Congestion heat map:
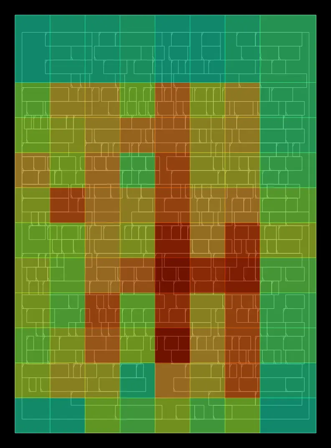
Routed metal, one colour a layer:
Scale: 6 px per um. Only two layers are drawn.
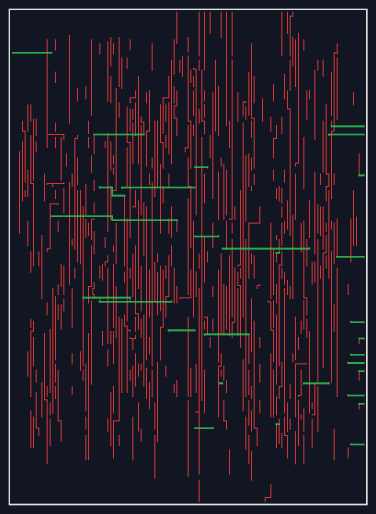
Placement density heat map:
Scale: 3 px per um. The die is cut into 6 by 8 equal tiles; white is low, dark blue is high, 0 to 100% covered.
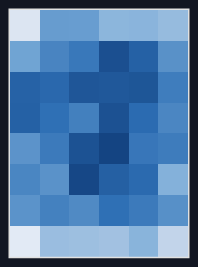
Supply network:
Scale: 6 px per um. Pins as bars on the die edge.
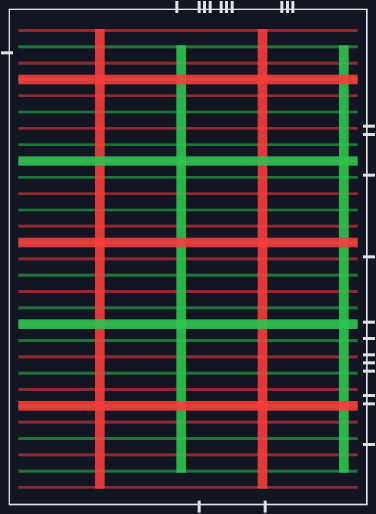
[config.mk]
export PLATFORM = sky130hd
export DESIGN_NAME = interval_timer_flat
export DESIGN_NICKNAME = d
export VERILOG_FILES = /design/src/rtl/interval_timer_if.sv /design/src/rtl/interval_timer.sv /design/src/flat_wrapper.sv
export SDC_FILE = /design/constraint.sdc
export NUM_CORES = 1
export LEC_CHECK = 0
export CORE_ASPECT_RATIO = 1.4
export CORE_MARGIN = 1
export CORE_UTILIZATION = 60
export DETAILED_ROUTE_END_ITERATION = 6
export HOLD_SLACK_MARGIN = 0.02
export PLACE_DENSITY = 0.83
export SLEW_MARGIN = 20
export SYNTH_ARGS = -nofsm -noshare
export SYNTH_HDL_FRONTEND = slang
export SYNTH_SLANG_ARGS = --single-unit
[constraint.sdc]
create_clock -name clk -period 4.55 [get_ports clk]
set_input_delay 0.6825 -clock clk [delete_from_list [all_inputs] [get_ports clk]]
set_output_delay 0.6825 -clock clk [all_outputs]
set_load 0.005 [all_outputs]
[src/rtl/interval_timer_if.sv]
// Control/status bundle between a phase FSM (master) and one interval_timer (slave).
interface interval_timer_if #(
    parameter int COUNTER_WIDTH = 8
);
    logic                     start;
    logic                     pause;
    logic                     abort;
    logic                     auto_reload;
    logic [COUNTER_WIDTH-1:0] terminal;
    logic [COUNTER_WIDTH-1:0] counter;
    logic                     busy;
    logic                     tick;
    logic                     done;

    modport master (
        output start, pause, abort, auto_reload, terminal,
        input  counter, busy, tick, done
    );

    modport slave (
        input  start, pause, abort, auto_reload, terminal,
        output counter, busy, tick, done
    );
endinterface

[src/rtl/interval_timer.sv]
// Programmable interval timer with prescaler, one-shot/auto-reload, pause and abort.
// All outputs are registered; done/tick are single-cycle pulses on the step edge.
module interval_timer #(
    parameter int COUNTER_WIDTH  = 8,
    parameter int PRESCALE_DIV   = 100_000_000,
    parameter int PRESCALE_WIDTH = 27
) (
    input  logic              clk,
    input  logic              reset,
    interval_timer_if.slave   tmr
);

    typedef enum logic [1:0] {
        IDLE = 2'd0,
        RUN  = 2'd1,
        HOLD = 2'd2
    } state_t;

    localparam logic [PRESCALE_WIDTH-1:0] PRESCALE_LAST = PRESCALE_WIDTH'(PRESCALE_DIV - 1);
    localparam logic [PRESCALE_WIDTH-1:0] PRESCALE_ZERO = PRESCALE_WIDTH'(0);
    localparam logic [PRESCALE_WIDTH-1:0] PRESCALE_ONE  = PRESCALE_WIDTH'(1);
    localparam logic [COUNTER_WIDTH-1:0]  COUNT_ZERO    = COUNTER_WIDTH'(0);
    localparam logic [COUNTER_WIDTH-1:0]  COUNT_ONE     = COUNTER_WIDTH'(1);

    state_t                    state_r;
    logic [COUNTER_WIDTH-1:0]  term_reg_r;
    logic [PRESCALE_WIDTH-1:0] prescaler_r;
    logic [COUNTER_WIDTH-1:0]  counter_r;
    logic                      busy_r;
    logic                      tick_r;
    logic                      done_r;

    // Interval sequencing: abort > start > pause > prescaled step.
    always_ff @(posedge clk or posedge reset) begin
        if (reset) begin
            state_r     <= IDLE;
            term_reg_r  <= COUNT_ZERO;
            prescaler_r <= PRESCALE_ZERO;
            counter_r   <= COUNT_ZERO;
            busy_r      <= 1'b0;
            tick_r      <= 1'b0;
            done_r      <= 1'b0;
        end else begin
            tick_r <= 1'b0;
            done_r <= 1'b0;
            if (tmr.abort) begin
                state_r     <= IDLE;
                counter_r   <= COUNT_ZERO;
                prescaler_r <= PRESCALE_ZERO;
                busy_r      <= 1'b0;
            end else if (tmr.start) begin
                counter_r   <= COUNT_ZERO;
                prescaler_r <= PRESCALE_ZERO;
                if (tmr.terminal == COUNT_ZERO) begin
                    // A zero-length interval completes immediately without ever running.
                    state_r <= IDLE;
                    busy_r  <= 1'b0;
                    done_r  <= 1'b1;
                end else begin
                    term_reg_r <= tmr.terminal;
                    busy_r     <= 1'b1;
                    state_r    <= tmr.pause ? HOLD : RUN;
                end
            end else begin
                case (state_r)
                    // Leaving HOLD advances in the same cycle, so each HOLD cycle costs exactly one.
                    RUN, HOLD: begin
                        if (tmr.pause) begin
                            state_r <= HOLD;
                        end else if (prescaler_r != PRESCALE_LAST) begin
                            state_r     <= RUN;
                            prescaler_r <= prescaler_r + PRESCALE_ONE;
                        end else begin
                            prescaler_r <= PRESCALE_ZERO;
                            tick_r      <= 1'b1;
                            if (counter_r < (term_reg_r - COUNT_ONE)) begin
                                state_r   <= RUN;
                                counter_r <= counter_r + COUNT_ONE;
                            end else if (tmr.auto_reload) begin
                                state_r   <= RUN;
                                counter_r <= COUNT_ZERO;
                                done_r    <= 1'b1;
                            end else begin
                                state_r   <= IDLE;
                                counter_r <= term_reg_r;
                                done_r    <= 1'b1;
                                busy_r    <= 1'b0;
                            end
                        end
                    end
                    IDLE: begin
                        state_r <= IDLE;
                    end
                    default: begin
                        state_r <= IDLE;
                        busy_r  <= 1'b0;
                    end
                endcase
            end
        end
    end

    assign tmr.counter = counter_r;
    assign tmr.busy    = busy_r;
    assign tmr.tick    = tick_r;
    assign tmr.done    = done_r;

endmodule

[src/flat_wrapper.sv]
// flat-port wrapper written by rule: the top's interface ports become plain ports
module interval_timer_flat 
#(
    parameter int COUNTER_WIDTH  = 8,
    parameter int PRESCALE_DIV   = 100_000_000,
    parameter int PRESCALE_WIDTH = 27
)
  (clk, reset, tmr_start, tmr_pause, tmr_abort, tmr_auto_reload, tmr_terminal, tmr_counter, tmr_busy, tmr_tick, tmr_done);
  interval_timer_if #(.COUNTER_WIDTH(COUNTER_WIDTH)) tmr_i ();
  input  logic clk;
  input  logic reset;
  input wire logic [$bits(tmr_i.start)-1:0] tmr_start;
  input wire logic [$bits(tmr_i.pause)-1:0] tmr_pause;
  input wire logic [$bits(tmr_i.abort)-1:0] tmr_abort;
  input wire logic [$bits(tmr_i.auto_reload)-1:0] tmr_auto_reload;
  input wire logic [$bits(tmr_i.terminal)-1:0] tmr_terminal;
  output wire logic [$bits(tmr_i.counter)-1:0] tmr_counter;
  output wire logic [$bits(tmr_i.busy)-1:0] tmr_busy;
  output wire logic [$bits(tmr_i.tick)-1:0] tmr_tick;
  output wire logic [$bits(tmr_i.done)-1:0] tmr_done;
  assign tmr_i.start = tmr_start;
  assign tmr_i.pause = tmr_pause;
  assign tmr_i.abort = tmr_abort;
  assign tmr_i.auto_reload = tmr_auto_reload;
  assign tmr_i.terminal = tmr_terminal;
  assign tmr_counter = tmr_i.counter;
  assign tmr_busy = tmr_i.busy;
  assign tmr_tick = tmr_i.tick;
  assign tmr_done = tmr_i.done;
  interval_timer #(.COUNTER_WIDTH(COUNTER_WIDTH), .PRESCALE_DIV(PRESCALE_DIV), .PRESCALE_WIDTH(PRESCALE_WIDTH)) u_core (.clk(clk), .reset(reset), .tmr(tmr_i));
endmodule
==> flow_metrics.tcl <==
# place-and-route summary
set metrics [dict create \
    antenna_found_initial 0 \
    dpl_worst_slack_ns 1.575 \
    num_rows 28 \
    die_area_mm2 0.004884 \
    warnings 26 \
    worstSetupPathType "reg -> reg" \
    worstSetupStartpoint "u_core.term_reg_r[2]" \
    ys_sh_mux_pct 5.752 \
    initial_utilization_pct 64.11 \
    dpl_cell_area_mm2 0.003064 \
    edf_count 0 \
    die_h_um 82.29 \
    powerDensity_mw_per_mm2 277.8 \
    status "complete, no violations" \
    yosysSeqAreaShare_pct 43.48 \
    top_cell "dfrtp_1" \
    timing.rr.start "u_core.term_reg_r[2]" \
    overflow 0 \
    cp_top_family "simple AND/OR/NAND/NOR gates" \
    first_iter_violations 91 \
    wirelength_um 5604 \
    synthTopLogicFamily "simple AND/OR/NAND/NOR gates" \
    numCtsBuffers 5 \
    fin_cells 375 \
    setup-tns-final_ns 0 \
    aoi_share_pct 8.741 \
    crit_path_end "u_core.tmr.counter[5]" \
    sh_seq_area_pct 37.63 \
    max_freq_mhz 362.9 \
    ys_warn_count 0 \
    ant_nets 0 \
    timing.hold.ws_ns 0.5486 \
    rrSetupSlack_ns 1.79 \
    synth_flops 48 \
    clockBufferDepth 2 \
    synthSimpleGateAreaFrac_pct 24.68 \
    finalClockPeriodUsage_pct 60.56 \
    fp_nets 313 \
    top_area_share_pct 43.48 \
    mi_logic_area_mm2 0.001488 \
    drv.max_cap_violation_count 0 \
    rsz0062_at_grt "false" \
    cp.depth 11 \
    cp_common_cell "nor2_1" \
    grtUsageTotal_pct 25.46 \
    worstReg2RegEnd "u_core.tmr.counter[5]" \
    drc 0 \
    whs_endpoint "u_core.prescaler_r[24]" \
    postCtsHoldBufs 0 \
    vdd_drop_max_mv 0.2397 \
    flop_area_mm2 0.001201 \
    nonClkBufAreaFrac_pct 7.997 \
    vias_per_cell 5.808 \
    layout_top_cell "dfrtp_1" \
    slew_headroom_pct 38.70 \
    period_minus_slack_ns 2.756 \
    clk_pin_slew_ns 0.09 \
    largest_class "combinational gates" \
    clkbuf_count 7 \
    max_slew.worst_pin.slew_ns 0.9161 \
    clk_share_pct 3.959 \
    syn_avg_cell_area_um2 9.593 \
    crit_buf_inv 1 \
    min_from "u_core.prescaler_r[24]" \
    ff2ff_path_depth 11 \
    crit_chain "nor2_1 -> nand3_1 -> nor2_1 -> xnor2_1 -> ha_1 -> a211oi_1 -> nor2_1 -> nor3_1 -> buf_4 -> mux2i_1 -> o22ai_1" \
    cts.sink_count 48 \
    vias 2178 \
    p_total_w 0.0008868 \
    post_cts_buffers 0 \
    synth_cell_types 45 \
    nNonClkBuffers 26 \
    io_pins 25 \
    holdPathStages 2 \
    setup_viol 0 \
    synthToLayoutAreaGrowth_pct 15.53 \
    clk_latency_ns 0.30 \
    flop_cell "dfrtp_1" \
    synthTopCellsByCount "48 x dfrtp_1, 43 x nor2_1, 21 x xor2_1" \
    grt_pass1_wl_um 9384 \
    num_antenna_cells 0 \
    dpl.hpwl_um 4055 \
    die_x_um 59.35 \
    nFillCells 338 \
    synth-adder-area-share_pct 4.982 \
    place_inst 367 \
    core_area_mm2 0.004309 \
    grt_pass1_vias 2040 \
    cp_slowest_cell "dfrtp_1" \
    dr.pass1.iters 4 \
    comb_share_pct 46.61 \
]
## Picture notes: 'congestion heat map'
final core utilization: 74.07%
Wirelength per Cell: 14.94 um
met1 GRT Util: 31.84%
M2 GR Usage: 43.93%

## Picture notes: 'routed metal, one colour a layer'
legend:
  metal 3:
    colour: green
    wire_length: 144 um
  metal 2:
    colour: red
    wire_length: 2,890 um

## Picture notes: 'placement density heat map'
tiles over 75% full: 31%
fullest tile: 92%
mean over tiles: 64%
densest ninth of the die: centre

## Picture notes: 'supply network'
legend:
  VDD:
    colour: green
  VSS:
    colour: red
met1 rails: 29
met5 straps: 5
rows: 28

[power by group]
part           switching [W]  internal [W]
Combinational      0.0000517     0.0000475
Clock               0.000142      0.000194
Sequential         0.0000136      0.000438
[layer usage]
layer | vias up | wire length, um | track usage (%)
met2 | 34 | 2886 | 43.93
met3 | 11 | 144 | 3.583
met4 | 0 | 121 | 10.00
met1 | 1053 | 2452 | 31.84
li1 | 1080 | - | -
met5 | - | 0 | 0
[sequential cells by signal (all words and copies together), names as in the netlist]
register / cells
u_core.term_reg_r: 8
u_core.tmr.counter: 8
u_core.tmr.busy: 1
u_core.tmr.tick: 1
u_core.state_r: 2
u_core.tmr.done: 1
u_core.prescaler_r: 27
[cells by family after synthesis]
group           after synthesis
fa+ha+maj                    11
buf+inv                      19
xor+xnor                     30
simple gates                131
compound gates               34
mux                          15
flops                        48
